===== src/rtl/ec_scalar_mul_ctrl_if.sv =====
// Host and point-datapath signals of the EC scalar-multiply controller.
// The controller takes the slave view; the host / datapath side takes the master view.
interface ec_scalar_mul_ctrl_if #(
  parameter int unsigned WIDTH   = 6,
  parameter int unsigned K_WIDTH = 6
) ();
  // Host side
  logic               in_valid;
  logic [K_WIDTH-1:0] in_k;
  logic [WIDTH-1:0]   in_Px;
  logic [WIDTH-1:0]   in_Py;
  logic [WIDTH-1:0]   in_prime;
  logic [WIDTH-1:0]   in_a;
  logic               busy;
  logic               out_valid;
  logic [WIDTH-1:0]   out_Rx;
  logic [WIDTH-1:0]   out_Ry;
  logic               out_inf;
  logic               out_err;

  // Datapath side
  logic               ec_in_valid;
  logic [WIDTH-1:0]   ec_Px;
  logic [WIDTH-1:0]   ec_Py;
  logic [WIDTH-1:0]   ec_Qx;
  logic [WIDTH-1:0]   ec_Qy;
  logic [WIDTH-1:0]   ec_prime;
  logic [WIDTH-1:0]   ec_a;
  logic               ec_out_valid;
  logic [WIDTH-1:0]   ec_Rx;
  logic [WIDTH-1:0]   ec_Ry;

  modport master (
    output in_valid, in_k, in_Px, in_Py, in_prime, in_a,
    input  busy, out_valid, out_Rx, out_Ry, out_inf, out_err,
    input  ec_in_valid, ec_Px, ec_Py, ec_Qx, ec_Qy, ec_prime, ec_a,
    output ec_out_valid, ec_Rx, ec_Ry
  );

  modport slave (
    input  in_valid, in_k, in_Px, in_Py, in_prime, in_a,
    output busy, out_valid, out_Rx, out_Ry, out_inf, out_err,
    output ec_in_valid, ec_Px, ec_Py, ec_Qx, ec_Qy, ec_prime, ec_a,
    input  ec_out_valid, ec_Rx, ec_Ry
  );
endinterface


===== src/rtl/ec_scalar_mul_ctrl.sv =====
// Left-to-right double-and-add sequencer for an external EC point add/double datapath.
// Tracks the point at infinity locally. Define ECSM_WATCHDOG_EN to abort stalled datapath ops.
module ec_scalar_mul_ctrl #(
  parameter int unsigned WIDTH    = 6,
  parameter int unsigned K_WIDTH  = 6,
  parameter int unsigned WD_LIMIT = 31
) (
  input logic                 clk,
  input logic                 rst_n,
  ec_scalar_mul_ctrl_if.slave bus
);

  localparam int unsigned IdxW = (K_WIDTH > 1) ? $clog2(K_WIDTH) : 1;

  typedef enum logic [2:0] {
    StIdle,
    StScan,
    StDblWait,
    StAdd,
    StAddWait,
    StDone
  } state_e;

  state_e state_q, state_d;

  // Latched job operands
  logic [K_WIDTH-1:0] k_q, k_d;
  logic [WIDTH-1:0]   px_q, px_d;
  logic [WIDTH-1:0]   py_q, py_d;
  logic [WIDTH-1:0]   p_q, p_d;
  logic [WIDTH-1:0]   a_q, a_d;

  // Accumulator R and its infinity flag
  logic [WIDTH-1:0]   rx_q, rx_d;
  logic [WIDTH-1:0]   ry_q, ry_d;
  logic               inf_q, inf_d;
  logic [IdxW-1:0]    idx_q, idx_d;

  // Datapath issue registers
  logic               ec_valid_q, ec_valid_d;
  logic [WIDTH-1:0]   ec_px_q, ec_px_d;
  logic [WIDTH-1:0]   ec_py_q, ec_py_d;
  logic [WIDTH-1:0]   ec_qx_q, ec_qx_d;
  logic [WIDTH-1:0]   ec_qy_q, ec_qy_d;

  // Host-facing output registers
  logic               busy_q, busy_d;
  logic               out_valid_q, out_valid_d;
  logic [WIDTH-1:0]   out_rx_q, out_rx_d;
  logic [WIDTH-1:0]   out_ry_q, out_ry_d;
  logic               out_inf_q, out_inf_d;
  logic               out_err_q, out_err_d;

  logic               bit_done;
  logic               wd_abort;

`ifdef ECSM_WATCHDOG_EN
  localparam int unsigned WdW = $clog2(WD_LIMIT + 1);

  logic [WdW-1:0] wd_q, wd_d;
  logic           waiting;

  // Counter is zero outside the wait states, so every new issue starts a fresh count.
  always_comb begin
    waiting  = (state_q == StDblWait || state_q == StAddWait) && !bus.ec_out_valid;
    wd_d     = '0;
    wd_abort = 1'b0;
    if (waiting) begin
      if (wd_q == WdW'(WD_LIMIT - 1)) begin
        wd_abort = 1'b1;
      end else begin
        wd_d = wd_q + WdW'(1);
      end
    end
  end

  always_ff @(posedge clk or negedge rst_n) begin
    if (!rst_n) begin
      wd_q <= '0;
    end else begin
      wd_q <= wd_d;
    end
  end
`else
  logic unused_wd_limit;
  assign unused_wd_limit = ^WD_LIMIT;
  assign wd_abort        = 1'b0;
`endif

  always_comb begin
    state_d     = state_q;
    k_d         = k_q;
    px_d        = px_q;
    py_d        = py_q;
    p_d         = p_q;
    a_d         = a_q;
    rx_d        = rx_q;
    ry_d        = ry_q;
    inf_d       = inf_q;
    idx_d       = idx_q;
    ec_valid_d  = 1'b0;
    ec_px_d     = ec_px_q;
    ec_py_d     = ec_py_q;
    ec_qx_d     = ec_qx_q;
    ec_qy_d     = ec_qy_q;
    out_valid_d = 1'b0;
    out_rx_d    = '0;
    out_ry_d    = '0;
    out_inf_d   = 1'b0;
    out_err_d   = 1'b0;
    bit_done    = 1'b0;

    unique case (state_q)
      StIdle: begin
        if (bus.in_valid) begin
          k_d     = bus.in_k;
          px_d    = bus.in_Px;
          py_d    = bus.in_Py;
          p_d     = bus.in_prime;
          a_d     = bus.in_a;
          rx_d    = '0;
          ry_d    = '0;
          inf_d   = 1'b1;
          idx_d   = IdxW'(K_WIDTH - 1);
          state_d = StScan;
        end
      end

      StScan: begin
        if (inf_q) begin
          // Doubling O is O; the add step then reduces to R = P or nothing.
          if (k_q[idx_q]) begin
            rx_d  = px_q;
            ry_d  = py_q;
            inf_d = 1'b0;
          end
          bit_done = 1'b1;
        end else if (ry_q == '0) begin
          inf_d   = 1'b1;
          state_d = StAdd;
        end else begin
          ec_valid_d = 1'b1;
          ec_px_d    = rx_q;
          ec_py_d    = ry_q;
          ec_qx_d    = rx_q;
          ec_qy_d    = ry_q;
          state_d    = StDblWait;
        end
      end

      StDblWait: begin
        if (bus.ec_out_valid) begin
          rx_d    = bus.ec_Rx;
          ry_d    = bus.ec_Ry;
          state_d = StAdd;
        end
      end

      StAdd: begin
        if (!k_q[idx_q]) begin
          bit_done = 1'b1;
        end else if (inf_q) begin
          rx_d     = px_q;
          ry_d     = py_q;
          inf_d    = 1'b0;
          bit_done = 1'b1;
        end else if (rx_q == px_q && ry_q != py_q) begin
          // R == -P, so R + P is O and must not reach the datapath.
          inf_d    = 1'b1;
          bit_done = 1'b1;
        end else begin
          ec_valid_d = 1'b1;
          ec_px_d    = px_q;
          ec_py_d    = py_q;
          ec_qx_d    = rx_q;
          ec_qy_d    = ry_q;
          state_d    = StAddWait;
        end
      end

      StAddWait: begin
        if (bus.ec_out_valid) begin
          rx_d     = bus.ec_Rx;
          ry_d     = bus.ec_Ry;
          bit_done = 1'b1;
        end
      end

      StDone: begin
        state_d = StIdle;
      end

      default: begin
        state_d = StIdle;
      end
    endcase

    if (bit_done) begin
      if (idx_q == '0) begin
        state_d = StDone;
      end else begin
        idx_d   = idx_q - IdxW'(1);
        state_d = StScan;
      end
    end

    if (wd_abort) begin
      state_d = StDone;
    end

    if (state_d == StDone) begin
      out_valid_d = 1'b1;
      if (wd_abort) begin
        out_err_d = 1'b1;
      end else if (inf_d) begin
        out_inf_d = 1'b1;
      end else begin
        out_rx_d = rx_d;
        out_ry_d = ry_d;
      end
    end

    busy_d = !(state_d == StIdle || state_d == StDone);
  end

  always_ff @(posedge clk or negedge rst_n) begin
    if (!rst_n) begin
      state_q     <= StIdle;
      k_q         <= '0;
      px_q        <= '0;
      py_q        <= '0;
      p_q         <= '0;
      a_q         <= '0;
      rx_q        <= '0;
      ry_q        <= '0;
      inf_q       <= 1'b1;
      idx_q       <= '0;
      ec_valid_q  <= 1'b0;
      ec_px_q     <= '0;
      ec_py_q     <= '0;
      ec_qx_q     <= '0;
      ec_qy_q     <= '0;
      busy_q      <= 1'b0;
      out_valid_q <= 1'b0;
      out_rx_q    <= '0;
      out_ry_q    <= '0;
      out_inf_q   <= 1'b0;
      out_err_q   <= 1'b0;
    end else begin
      state_q     <= state_d;
      k_q         <= k_d;
      px_q        <= px_d;
      py_q        <= py_d;
      p_q         <= p_d;
      a_q         <= a_d;
      rx_q        <= rx_d;
      ry_q        <= ry_d;
      inf_q       <= inf_d;
      idx_q       <= idx_d;
      ec_valid_q  <= ec_valid_d;
      ec_px_q     <= ec_px_d;
      ec_py_q     <= ec_py_d;
      ec_qx_q     <= ec_qx_d;
      ec_qy_q     <= ec_qy_d;
      busy_q      <= busy_d;
      out_valid_q <= out_valid_d;
      out_rx_q    <= out_rx_d;
      out_ry_q    <= out_ry_d;
      out_inf_q   <= out_inf_d;
      out_err_q   <= out_err_d;
    end
  end

  assign bus.busy        = busy_q;
  assign bus.out_valid   = out_valid_q;
  assign bus.out_Rx      = out_rx_q;
  assign bus.out_Ry      = out_ry_q;
  assign bus.out_inf     = out_inf_q;
  assign bus.out_err     = out_err_q;
  assign bus.ec_in_valid = ec_valid_q;
  assign bus.ec_Px       = ec_px_q;
  assign bus.ec_Py       = ec_py_q;
  assign bus.ec_Qx       = ec_qx_q;
  assign bus.ec_Qy       = ec_qy_q;
  // Modulus and coefficient only change on accept, so they are stable across every op.
  assign bus.ec_prime    = p_q;
  assign bus.ec_a        = a_q;

endmodule


===== src/flat_wrapper.sv =====
// flat-port wrapper written by rule: the top's interface ports become plain ports
module ec_scalar_mul_ctrl_flat 
#(
  parameter int unsigned WIDTH    = 6,
  parameter int unsigned K_WIDTH  = 6,
  parameter int unsigned WD_LIMIT = 31
)
  (clk, rst_n, bus_in_valid, bus_in_k, bus_in_Px, bus_in_Py, bus_in_prime, bus_in_a, bus_busy, bus_out_valid, bus_out_Rx, bus_out_Ry, bus_out_inf, bus_out_err, bus_ec_in_valid, bus_ec_Px, bus_ec_Py, bus_ec_Qx, bus_ec_Qy, bus_ec_prime, bus_ec_a, bus_ec_out_valid, bus_ec_Rx, bus_ec_Ry);
  ec_scalar_mul_ctrl_if #(.WIDTH(WIDTH), .K_WIDTH(K_WIDTH)) bus_i ();
  input logic clk;
  input logic rst_n;
  input wire logic [$bits(bus_i.in_valid)-1:0] bus_in_valid;
  input wire logic [$bits(bus_i.in_k)-1:0] bus_in_k;
  input wire logic [$bits(bus_i.in_Px)-1:0] bus_in_Px;
  input wire logic [$bits(bus_i.in_Py)-1:0] bus_in_Py;
  input wire logic [$bits(bus_i.in_prime)-1:0] bus_in_prime;
  input wire logic [$bits(bus_i.in_a)-1:0] bus_in_a;
  output wire logic [$bits(bus_i.busy)-1:0] bus_busy;
  output wire logic [$bits(bus_i.out_valid)-1:0] bus_out_valid;
  output wire logic [$bits(bus_i.out_Rx)-1:0] bus_out_Rx;
  output wire logic [$bits(bus_i.out_Ry)-1:0] bus_out_Ry;
  output wire logic [$bits(bus_i.out_inf)-1:0] bus_out_inf;
  output wire logic [$bits(bus_i.out_err)-1:0] bus_out_err;
  output wire logic [$bits(bus_i.ec_in_valid)-1:0] bus_ec_in_valid;
  output wire logic [$bits(bus_i.ec_Px)-1:0] bus_ec_Px;
  output wire logic [$bits(bus_i.ec_Py)-1:0] bus_ec_Py;
  output wire logic [$bits(bus_i.ec_Qx)-1:0] bus_ec_Qx;
  output wire logic [$bits(bus_i.ec_Qy)-1:0] bus_ec_Qy;
  output wire logic [$bits(bus_i.ec_prime)-1:0] bus_ec_prime;
  output wire logic [$bits(bus_i.ec_a)-1:0] bus_ec_a;
  input wire logic [$bits(bus_i.ec_out_valid)-1:0] bus_ec_out_valid;
  input wire logic [$bits(bus_i.ec_Rx)-1:0] bus_ec_Rx;
  input wire logic [$bits(bus_i.ec_Ry)-1:0] bus_ec_Ry;
  assign bus_i.in_valid = bus_in_valid;
  assign bus_i.in_k = bus_in_k;
  assign bus_i.in_Px = bus_in_Px;
  assign bus_i.in_Py = bus_in_Py;
  assign bus_i.in_prime = bus_in_prime;
  assign bus_i.in_a = bus_in_a;
  assign bus_busy = bus_i.busy;
  assign bus_out_valid = bus_i.out_valid;
  assign bus_out_Rx = bus_i.out_Rx;
  assign bus_out_Ry = bus_i.out_Ry;
  assign bus_out_inf = bus_i.out_inf;
  assign bus_out_err = bus_i.out_err;
  assign bus_ec_in_valid = bus_i.ec_in_valid;
  assign bus_ec_Px = bus_i.ec_Px;
  assign bus_ec_Py = bus_i.ec_Py;
  assign bus_ec_Qx = bus_i.ec_Qx;
  assign bus_ec_Qy = bus_i.ec_Qy;
  assign bus_ec_prime = bus_i.ec_prime;
  assign bus_ec_a = bus_i.ec_a;
  assign bus_i.ec_out_valid = bus_ec_out_valid;
  assign bus_i.ec_Rx = bus_ec_Rx;
  assign bus_i.ec_Ry = bus_ec_Ry;
  ec_scalar_mul_ctrl #(.WIDTH(WIDTH), .K_WIDTH(K_WIDTH), .WD_LIMIT(WD_LIMIT)) u_core (.clk(clk), .rst_n(rst_n), .bus(bus_i));
endmodule

===== config.mk =====
export PLATFORM = sky130hd
export DESIGN_NAME = ec_scalar_mul_ctrl_flat
export DESIGN_NICKNAME = d
export VERILOG_FILES = /design/src/rtl/ec_scalar_mul_ctrl_if.sv /design/src/rtl/ec_scalar_mul_ctrl.sv /design/src/flat_wrapper.sv
export SDC_FILE = /design/constraint.sdc
export NUM_CORES = 1
export LEC_CHECK = 0
export ABC_AREA = 1
export CORE_MARGIN = 4
export CORE_UTILIZATION = 25
export DETAILED_ROUTE_END_ITERATION = 12
export PLACE_DENSITY = 0.56
export SETUP_SLACK_MARGIN = 0.4
export SKIP_CTS_REPAIR_TIMING = 1
export SLEW_MARGIN = 10
export SYNTH_ARGS = -nofsm -noshare
export SYNTH_HDL_FRONTEND = slang
export SYNTH_SLANG_ARGS = --single-unit

===== constraint.sdc =====
create_clock -name clk -period 1.7 [get_ports clk]
set_input_delay 0.34 -clock clk [delete_from_list [all_inputs] [get_ports clk]]
set_output_delay 0.34 -clock clk [all_outputs]
set_load 0.02 [all_outputs]

==> run_1/layers.png <==
Scale bar: 50 um.
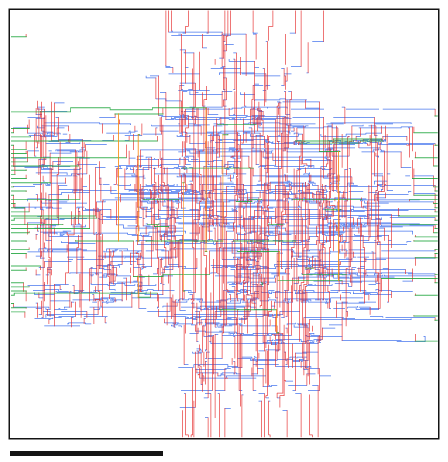
legend:
  M2:
    colour: red
    wire_length: 7060 um
  M3:
    colour: green
    wire_length: 965 um
  M1:
    colour: blue
    wire_length: 6280 um
  M4:
    colour: orange
    wire_length: 259 um

==> run_1/placed.png <==
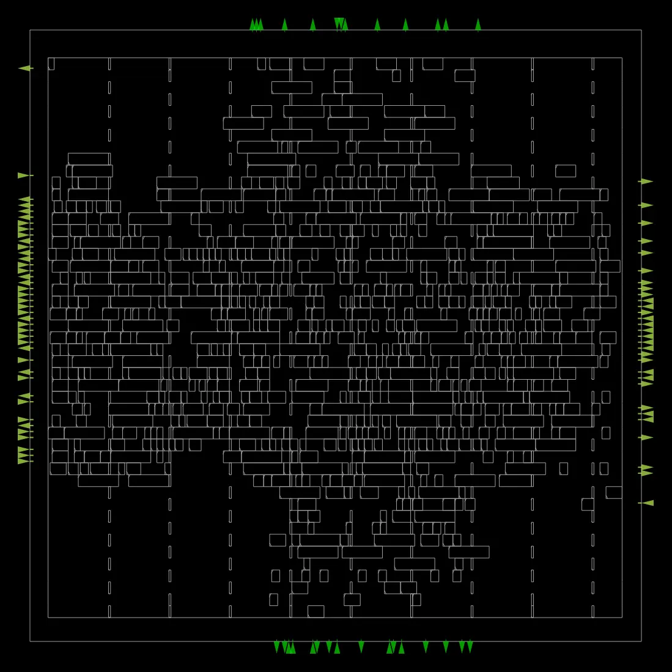
Final Non-Filler Cells: 969
row count: 47
Core Footprint: 16760 um2
layout filler cell count: 1705

==> run_1/m4.png <==
Scale bar: 50 um.
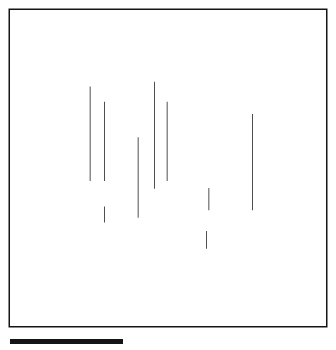
nets with wire on the layer: 6
share of all routed wire: 1.8%
main direction: vertical
longest straight run: 46.9 um
routed via count: 4286
post-detailed-routing wire length: 14560 um

==> run_1/gates.png <==
Scale bar: 50 um.
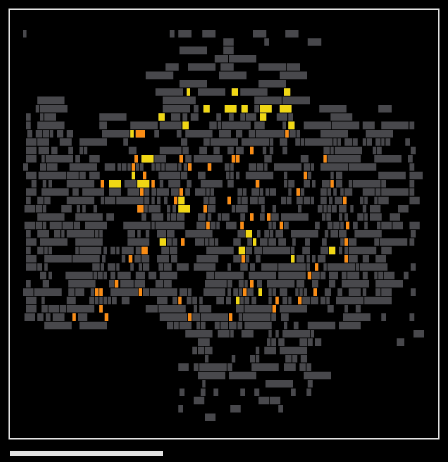
legend:
  nor cells:
    colour: yellow
    cells: 27
  inv cells:
    colour: orange
    cells: 55

==> flow_summary.rst, run 1 <==
Flow metrics
------------

.. list-table::
   :header-rows: 1

   * - Metric
     - Value
   * - Result of the run
     - complete, but fails checks
   * - Failing checks
     - negative setup slack
   * - Hold Violations, Final
     - 0
   * - Worst Path Required
     - 1930 ps
   * - Number of antenna violations at the first check in global routing
     - 0
   * - Die width
     - 139.7 um
   * - R2R cell count
     - 12
   * - Synth Net Count
     - 615
   * - GRT Overall Usage
     - 0.1386
   * - Tcrit/Tclk final
     - 1.066
   * - Power in sequential cells
     - 0.00342 W
   * - Total negative setup slack
     - -2928 ps
   * - FF-to-FF Start
     - u_core.ry_q[2]$_DFF_PN0_
   * - R2r setup slk
     - -110 ps
   * - Clock network power share
     - 0.163
   * - Layout overhead on the synthesized area
     - 62.86%
   * - Number of clock sinks
     - 89
   * - Dominant power group
     - combinational cells
   * - Iteration-0 DRC count of the detailed router
     - 223
   * - Total power per unit cell area
     - 1854 nW/um2
   * - Critical path startpoint
     - u_core.ry_q[2]$_DFF_PN0_
   * - Most common logic cells in the final layout
     - sky130_fd_sc_hd__nand2_1, sky130_fd_sc_hd__dfrtp_1, sky130_fd_sc_hd__buf_4, sky130_fd_sc_hd__nand2_2, sky130_fd_sc_hd__nand3_1
   * - Count of yosys warnings during synthesis
     - 0
   * - Mean instance size in the synthesized netlist
     - 7.642 um2
   * - WL per Instance
     - 15.02 um
   * - Max VDD drop
     - 884.1 uV
   * - Post-layout worst setup margin
     - -112.9 ps
   * - Power dissipated in combinational cells
     - 0.00753 W
   * - Routed via count divided by cell count
     - 4.423
   * - Most common logic cell in the routed design
     - sky130_fd_sc_hd__nand2_1
   * - Final setup vio count
     - 42
   * - Via count of the first global-routing pass
     - 4086
[run 1: worst min path at each step]
stage	start	to	slack, ps	cells past startpoint
after floorplan	rst_n	u_core.bus.busy$_DFF_PN0_	40	0
after global placement	rst_n	u_core.bus.ec_Px[1]$_DFFE_PN0P_	290	1
after detailed placement	rst_n	u_core.bus.ec_Px[1]$_DFFE_PN0P_	300	1
after CTS	rst_n	u_core.bus.ec_Py[5]$_DFFE_PN0P_	-90	1
after global routing	rst_n	u_core.bus.ec_Py[5]$_DFFE_PN0P_	490	2
final	rst_n	u_core.bus.ec_Py[5]$_DFFE_PN0P_	460	2
[run 1: final cells by class]
| class | count | area [um2] |
|---|---|---|
| Tap cell | 220 | 275.3 |
| Inverter | 55 | 216.5 |
| Fill cell | 1705 | 9703 |
| Sequential cell | 89 | 2233 |
| Clock buffer | 11 | 232.7 |
| Timing Repair Buffer | 190 | 1798 |
| Multi-Input combinational cell | 399 | 2221 |
| Clock inverter | 5 | 80.08 |
[run 1: metal layers]
layer,global-route usage,up-vias,share of wire
li1,-,2141,-
met1,0.1756,2000,0.43
met2,0.2290,127,0.48
met3,0.05009,18,0.066
met4,0.02907,0,0.018
met5,0,-,0
[run 1: cell usage after synthesis (all sizes together)]
master  instances  area (um2)
nand2         248       958.4
dfrtp          88        2202
inv            54       202.7
nand3          53       275.3
o21ai          49       245.2
nor2           26       115.1
buf            15       106.3
nand4          11       68.82
clkbuf         10       37.54
a21oi           4       31.28
ha              2       25.02
clkinv          1       3.750
conb            1       3.750
dfstp           1       26.28
nor4            1       6.260
o211ai          1       7.510
xnor2           1       8.760
xor2            1       8.760
[run 1: per-stage QoR]
stage                     total power, W  hold slack, ps  area, um2
after floorplan                 0.006654           44.41       4358
after global placement          0.009501           291.6       6070
after detailed placement        0.009522           296.8       6070
after CTS                        0.01172          -86.15       6382
after global routing             0.01400           485.9       7057
final                            0.01308           464.4       7057
[run 1: logic make-up (layout without fill, tap and decap cells)]
family / Yosys count / in the layout / synth area share
and+or+nand+nor: 339 / 340 / 0.3286
xor gates and xnor gates: 2 / 2 / 0.004043
buffers and inverters: 80 / 261 / 0.08085
adders and majority gates: 2 / 2 / 0.005774
AOI/OAI and AO/OA: 54 / 54 / 0.06555
other: 1 / 1 / 0.0008655
DFF: 89 / 89 / 0.5143
[run 1: worst max-delay path, stage by stage (launching register included)]
cell                      delay, ps
sky130_fd_sc_hd__dfrtp_1        440
sky130_fd_sc_hd__inv_1          120
sky130_fd_sc_hd__o21ai_1         60
sky130_fd_sc_hd__nor2_1          90
sky130_fd_sc_hd__nand3_1        100
sky130_fd_sc_hd__nand2_2        100
sky130_fd_sc_hd__nand2_2         60
sky130_fd_sc_hd__buf_6          120
sky130_fd_sc_hd__a21oi_4        130
sky130_fd_sc_hd__nand2_4        100
sky130_fd_sc_hd__buf_12         170
sky130_fd_sc_hd__nand3_1        100
sky130_fd_sc_hd__nand2_1         70
==> run 1 -> run 2 <==
--- a/config.mk
+++ b/config.mk
@@ -7,9 +7,9 @@
 export LEC_CHECK = 0
 export ABC_AREA = 1
 export CORE_MARGIN = 4
-export CORE_UTILIZATION = 25
+export CORE_UTILIZATION = 50
 export DETAILED_ROUTE_END_ITERATION = 12
-export PLACE_DENSITY = 0.56
+export PLACE_DENSITY = 0.9
 export SETUP_SLACK_MARGIN = 0.4
 export SKIP_CTS_REPAIR_TIMING = 1
 export SLEW_MARGIN = 10
==> run_2/m4.png <==
Scale bar: 20 um.
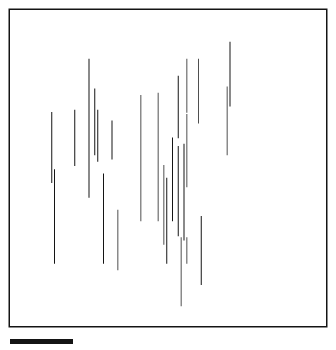
share of all routed wire: 4.0%
nets with wire on the layer: 22
main direction: vertical
wire length on this layer: 605 um

==> run_2/class_map.png <==
Scale bar: 20 um. Fill, decap, tap and diode cells in grey.
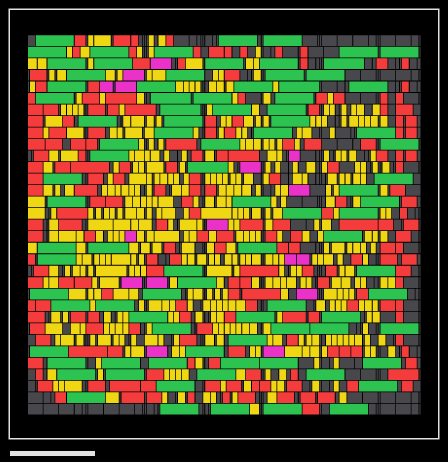
legend:
  registers:
    colour: green
    cells: 89
    share_of_their_area: 34%
  remaining buffers and delay cells:
    colour: red
    cells: 198
    share_of_their_area: 28%
  clock drivers and dummy loads:
    colour: magenta
    cells: 16
    share_of_their_area: 2.9%
  remaining logic cells:
    colour: yellow
    cells: 454
    share_of_their_area: 35%
sequential portion of the cell area: 0.3367
Core Footprint: 8341 um2
area of all placed cells without fillers: 6638 um2
row count: 33

==> run 2 against run 1 <==
Effect of this change:
- global-route usage rose by 12 points
- die area fell by 48%
- first-iteration DRC count rose by 13%
- the flow finishes with violations (negative hold slack, negative setup slack)
- final area fell by 5.9%
- via count rose by 8.8%
- cell count fell by 11%
- sequential share of layout area rose by 2.0 points
- clock skew rose by 3.5 ps
- critical path depth rose by 2
- area after synthesis did not move
- non-clock buffer count rose by 8
==> flow_summary.rst, run 2 <==
Flow metrics
------------

.. list-table::
   :header-rows: 1

   * - Metric
     - Value
   * - Die width
     - 101.1 um (-28%)
   * - Routed via count divided by cell count
     - 5.408 (+22%)
   * - Most common cell in the netlist
     - sky130_fd_sc_hd__nand2_1
   * - Iteration-0 DRC count of the detailed router
     - 252 (+13%)
   * - Power after layout
     - 0.01221 W (-6.6%)
   * - Result of the run
     - complete, but fails checks
   * - Layout overhead on the synthesized area
     - 53.19%
   * - Via count of the first global-routing pass
     - 4373 (+7.0%)
   * - CP top delay family
     - simple AND/OR/NAND/NOR gates
   * - Hold slack final
     - -21.34 ps (-485.7 ps)
   * - Share of flip-flops with an asynchronous set or reset
     - 1.000 (unchanged)
   * - Metal3 WL
     - 1155 um (+20%)
   * - Failing checks
     - negative hold slack, negative setup slack
   * - Crit path buffers/inverters
     - 2 (-1)
   * - Number of antenna violations at the first check in global routing
     - 0 (unchanged)
   * - Count of yosys warnings during synthesis
     - 0 (unchanged)
   * - Routed via count
     - 4662 (+8.8%)
   * - Hold Violations, Final
     - 6 (+6)
   * - GRT Overall Usage
     - 0.2543 (+0.1157)
   * - FF/Latch Area
     - 2235 um2 (about the same)
   * - Largest cells by area
     - sky130_fd_sc_hd__dfrtp_1, sky130_fd_sc_hd__nand2_1, sky130_fd_sc_hd__nand3_1
   * - Slowest Stage Delay on Critical Path
     - 450 ps (about the same)
   * - Post-layout worst setup margin
     - -110.4 ps (+2.496 ps)
   * - Worst Path Required
     - 2000 ps (+70 ps)
   * - Final setup vio count
     - 43 (+2.4%)
   * - Tcrit/Tclk final
     - 1.065 (-0.001468)
   * - Cell-by-cell trace of the critical path
     - inv_2 > nand2_1 > nand3_1 > nand2_1 > nand2_2 > nand2_2 > nand2_1 > nand2_1 > nand2_2 > buf_12 > nand2_1 > nand2_1 > nand3_1 > nor2_1
run 2: stage by stage:
| step | worst slack, ps | util | area [um2] | cells |
|---|---|---|---|---|
| after floorplan | 209.5 | - | 4358 | 567 |
| after global placement | -162.0 | 0.6994 | 5833 | 807 |
| after detailed placement | -268.6 | 0.6994 | 5833 | 807 |
| after CTS | -141.3 | 0.7223 | 6025 | 823 |
| after global routing | -234.2 | 0.7958 | 6638 | 862 |
| final | -110.4 | 0.7958 | 6638 | 862 |
run 2: power breakdown:
group | internal (W) | total (W) | switching, W
sequential | 0.00286 | 0.00348 | 0.000618
clock | 0.000616 | 0.00144 | 0.000827
combinational | 0.00319 | 0.00729 | 0.00411
run 2: routing by layer:
metal / vias up / GRT usage
met5: - / 0
met4: 0 / 0.08691
met3: 56 / 0.06851
met2: 234 / 0.4462
met1: 2232 / 0.2991
li1: 2140 / -
run 2: final timing paths:
path	from	to	slack [ps]	depth (start not counted)
min in group clk	u_core.bus.ec_prime[0]$_DFFE_PN0P_	u_core.bus.ec_prime[0]$_DFFE_PN0P_	520	2
hold / removal	rst_n	u_core.bus.ec_Py[5]$_DFFE_PN0P_	-20	2
max in group asynchronous	rst_n	u_core.ry_q[4]$_DFF_PN0_	1310	2
setup / recovery	u_core.idx_q[0]$_DFF_PN0_	u_core.bus.out_Rx[1]$_DFF_PN0_	-110	14
setup reg to reg	u_core.idx_q[0]$_DFF_PN0_	u_core.bus.out_Rx[1]$_DFF_PN0_	-110	14
hold reg to reg	u_core.bus.ec_prime[0]$_DFFE_PN0P_	u_core.bus.ec_prime[0]$_DFFE_PN0P_	520	2
run 2: final cells by class:
class	instances	share of cell area
repair buffers	198	0.2735
multi-input cells	399	0.3082
flip-flops and latches	89	0.3367
well taps	105	0.01979
clock buffers	11	0.02281
clock inverters	5	0.006032
inverters	55	0.03299
run 2: kinds of logic after synthesis:
logic type	after synthesis	synth area share
buf+inv	80	0.08085
simple gates	339	0.3286
fa+ha+maj	2	0.005774
xor+xnor	2	0.004043
compound gates	54	0.06555
flops	89	0.5143
other cells	1	0.0008655
==> run 2 -> run 3 <==
--- a/config.mk
+++ b/config.mk
@@ -8,11 +8,12 @@
 export ABC_AREA = 1
 export CORE_MARGIN = 4
 export CORE_UTILIZATION = 50
+export CTS_CLUSTER_SIZE = 28
 export DETAILED_ROUTE_END_ITERATION = 12
 export PLACE_DENSITY = 0.9
 export SETUP_SLACK_MARGIN = 0.4
 export SKIP_CTS_REPAIR_TIMING = 1
-export SLEW_MARGIN = 10
+export SLEW_MARGIN = 20
 export SYNTH_ARGS = -nofsm -noshare
 export SYNTH_HDL_FRONTEND = slang
 export SYNTH_SLANG_ARGS = --single-unit
==> run_3/placed.png <==
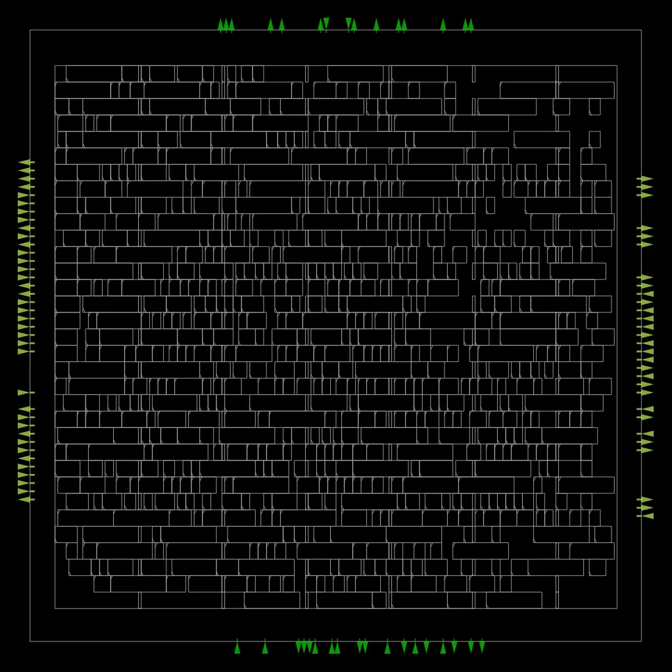
Post-Route Utilization: 0.7958
Tapcell Cnt: 105

==> run_3/class_map.png <==
Scale bar: 20 um. Fill, decap, tap and diode cells in grey.
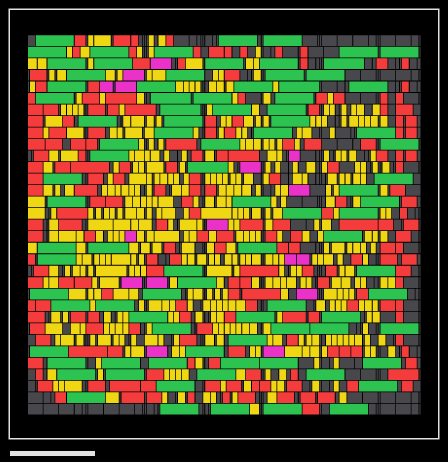
legend:
  clock drivers and dummy loads:
    colour: magenta
    cells: 16
    share_of_their_area: 2.9%
  registers:
    colour: green
    cells: 89
    share_of_their_area: 34%
  remaining buffers and delay cells:
    colour: red
    cells: 198
    share_of_their_area: 28%
  remaining logic cells:
    colour: yellow
    cells: 454
    share_of_their_area: 35%

==> run 3 against run 2 <==
Effect of this change:
- the run still ends with negative hold slack, negative setup slack left
- global-route usage unchanged
- final area did not move
- first-iteration DRC count did not move
- clock skew stayed put
- maximum frequency is the same
- clock power about the same
- count of clock-buffer cells in the layout unchanged
- critical path type unchanged
==> flow_summary.rst, run 3 <==
Flow metrics
------------

.. list-table::
   :header-rows: 1

   * - Metric
     - Value
   * - Share of flip-flops with an asynchronous set or reset
     - 1.000 (unchanged)
   * - Power after layout
     - 0.01221 W (unchanged)
   * - Largest cells by area
     - sky130_fd_sc_hd__dfrtp_1, sky130_fd_sc_hd__nand2_1, sky130_fd_sc_hd__nand3_1
   * - FF/Latch Area
     - 2235 um2 (unchanged)
   * - Core Footprint
     - 8341 um2 (unchanged)
   * - Tcrit/Tclk final
     - 1.065 (unchanged)
   * - Number of antenna violations at the first check in global routing
     - 0 (unchanged)
   * - Routed via count
     - 4662 (unchanged)
   * - Result of the run
     - complete, but fails checks
   * - Routed via count divided by cell count
     - 5.408 (unchanged)
   * - Final setup vio count
     - 43 (unchanged)
   * - Hold slack final
     - -21.34 ps (unchanged)
   * - Via count of the first global-routing pass
     - 4373 (unchanged)
   * - Area of all placed cells without fillers
     - 6638 um2 (unchanged)
   * - Setup repair after global routing missed its margin
     - yes
   * - R2r setup slk
     - -110 ps (about the same)
   * - Post-layout worst setup margin
     - -110.4 ps (unchanged)
   * - Worst Path Required
     - 2000 ps (about the same)
   * - Count of yosys warnings during synthesis
     - 0 (unchanged)
   * - Failing checks
     - negative hold slack, negative setup slack
   * - Most common cell in the netlist
     - sky130_fd_sc_hd__nand2_1
   * - Dpl cell area
     - 5833 um2 (unchanged)
   * - Layout overhead on the synthesized area
     - 53.19% (unchanged)
   * - Die width
     - 101.1 um (unchanged)
   * - Hold Violations, Final
     - 6 (unchanged)
   * - Iteration-0 DRC count of the detailed router
     - 252 (unchanged)
   * - Row count
     - 33 (unchanged)
==> run 3: cell counts after synthesis <==
Identical to the previous run, type by type.
==> run 3: final cells by class <==
type,count,area share
timing repair buffer,198,0.2735
sequential,89,0.3367
tap,105,0.01979
clock buffer,11,0.02281
multi-input combinational,399,0.3082
clock inverter,5,0.006032
inverter,55,0.03299
==> run 3: critical path, stage by stage, from the launching register on <==
cell                      delay, ps
sky130_fd_sc_hd__dfrtp_2        450
sky130_fd_sc_hd__inv_2          100
sky130_fd_sc_hd__nand2_1         70
sky130_fd_sc_hd__nand3_1         60
sky130_fd_sc_hd__nand2_1         70
sky130_fd_sc_hd__nand2_2         90
sky130_fd_sc_hd__nand2_2         90
sky130_fd_sc_hd__nand2_1        100
sky130_fd_sc_hd__nand2_1         80
sky130_fd_sc_hd__nand2_2         90
sky130_fd_sc_hd__buf_12         120
sky130_fd_sc_hd__nand2_1         50
sky130_fd_sc_hd__nand2_1        110
sky130_fd_sc_hd__nand3_1        110
sky130_fd_sc_hd__nor2_1         140
==> run 3: report_power, final <==
| group | switching [W] | leakage (nW) | internal [W] |
|---|---|---|---|
| logic | 0.00411 | 2.26 | 0.00319 |
| clock network | 0.000827 | 0.0878 | 0.000616 |
| registers | 0.000618 | 1.15 | 0.00286 |
| total | 0.00555 | 3.50 | 0.00666 |
==> run 3: through the flow <==
stage / utilization / instances
2_1_floorplan: - / 567
3_3_place_gp: 0.6994 / 807
3_5_place_dp: 0.6994 / 807
4_1_cts: 0.7223 / 823
5_1_grt: 0.7958 / 862
6_report: 0.7958 / 862
==> run 3: layer usage <==
metal	routed length, um	track usage	vias to the layer above
met1	5351	0.2991	2232
met2	7949	0.4462	234
met3	1155	0.06851	56
met4	604	0.08691	0
li1	-	-	2140
met5	0	0	-
==> run 3: path summary, 6_finish.rpt <==
check | startpoint | end | cells after the start
worst max-delay path | u_core.idx_q[0]$_DFF_PN0_ | u_core.bus.out_Rx[1]$_DFF_PN0_ | 14
worst min-delay path | rst_n | u_core.bus.ec_Py[5]$_DFFE_PN0P_ | 2
worst max register to register | u_core.idx_q[0]$_DFF_PN0_ | u_core.bus.out_Rx[1]$_DFF_PN0_ | 14
worst min register to register | u_core.bus.ec_prime[0]$_DFFE_PN0P_ | u_core.bus.ec_prime[0]$_DFFE_PN0P_ | 2
max in group asynchronous | rst_n | u_core.ry_q[4]$_DFF_PN0_ | 2
min in group clk | u_core.bus.ec_prime[0]$_DFFE_PN0P_ | u_core.bus.ec_prime[0]$_DFFE_PN0P_ | 2
==> run 3: kinds of logic after synthesis <==
group | synth area share
other | 0.0008655
DFF | 0.5143
and+or+nand+nor | 0.3286
buffers and inverters | 0.08085
xor gates and xnor gates | 0.004043
AOI/OAI and AO/OA | 0.06555
adders and majority gates | 0.005774
Power and IR drop assume default switching activity.
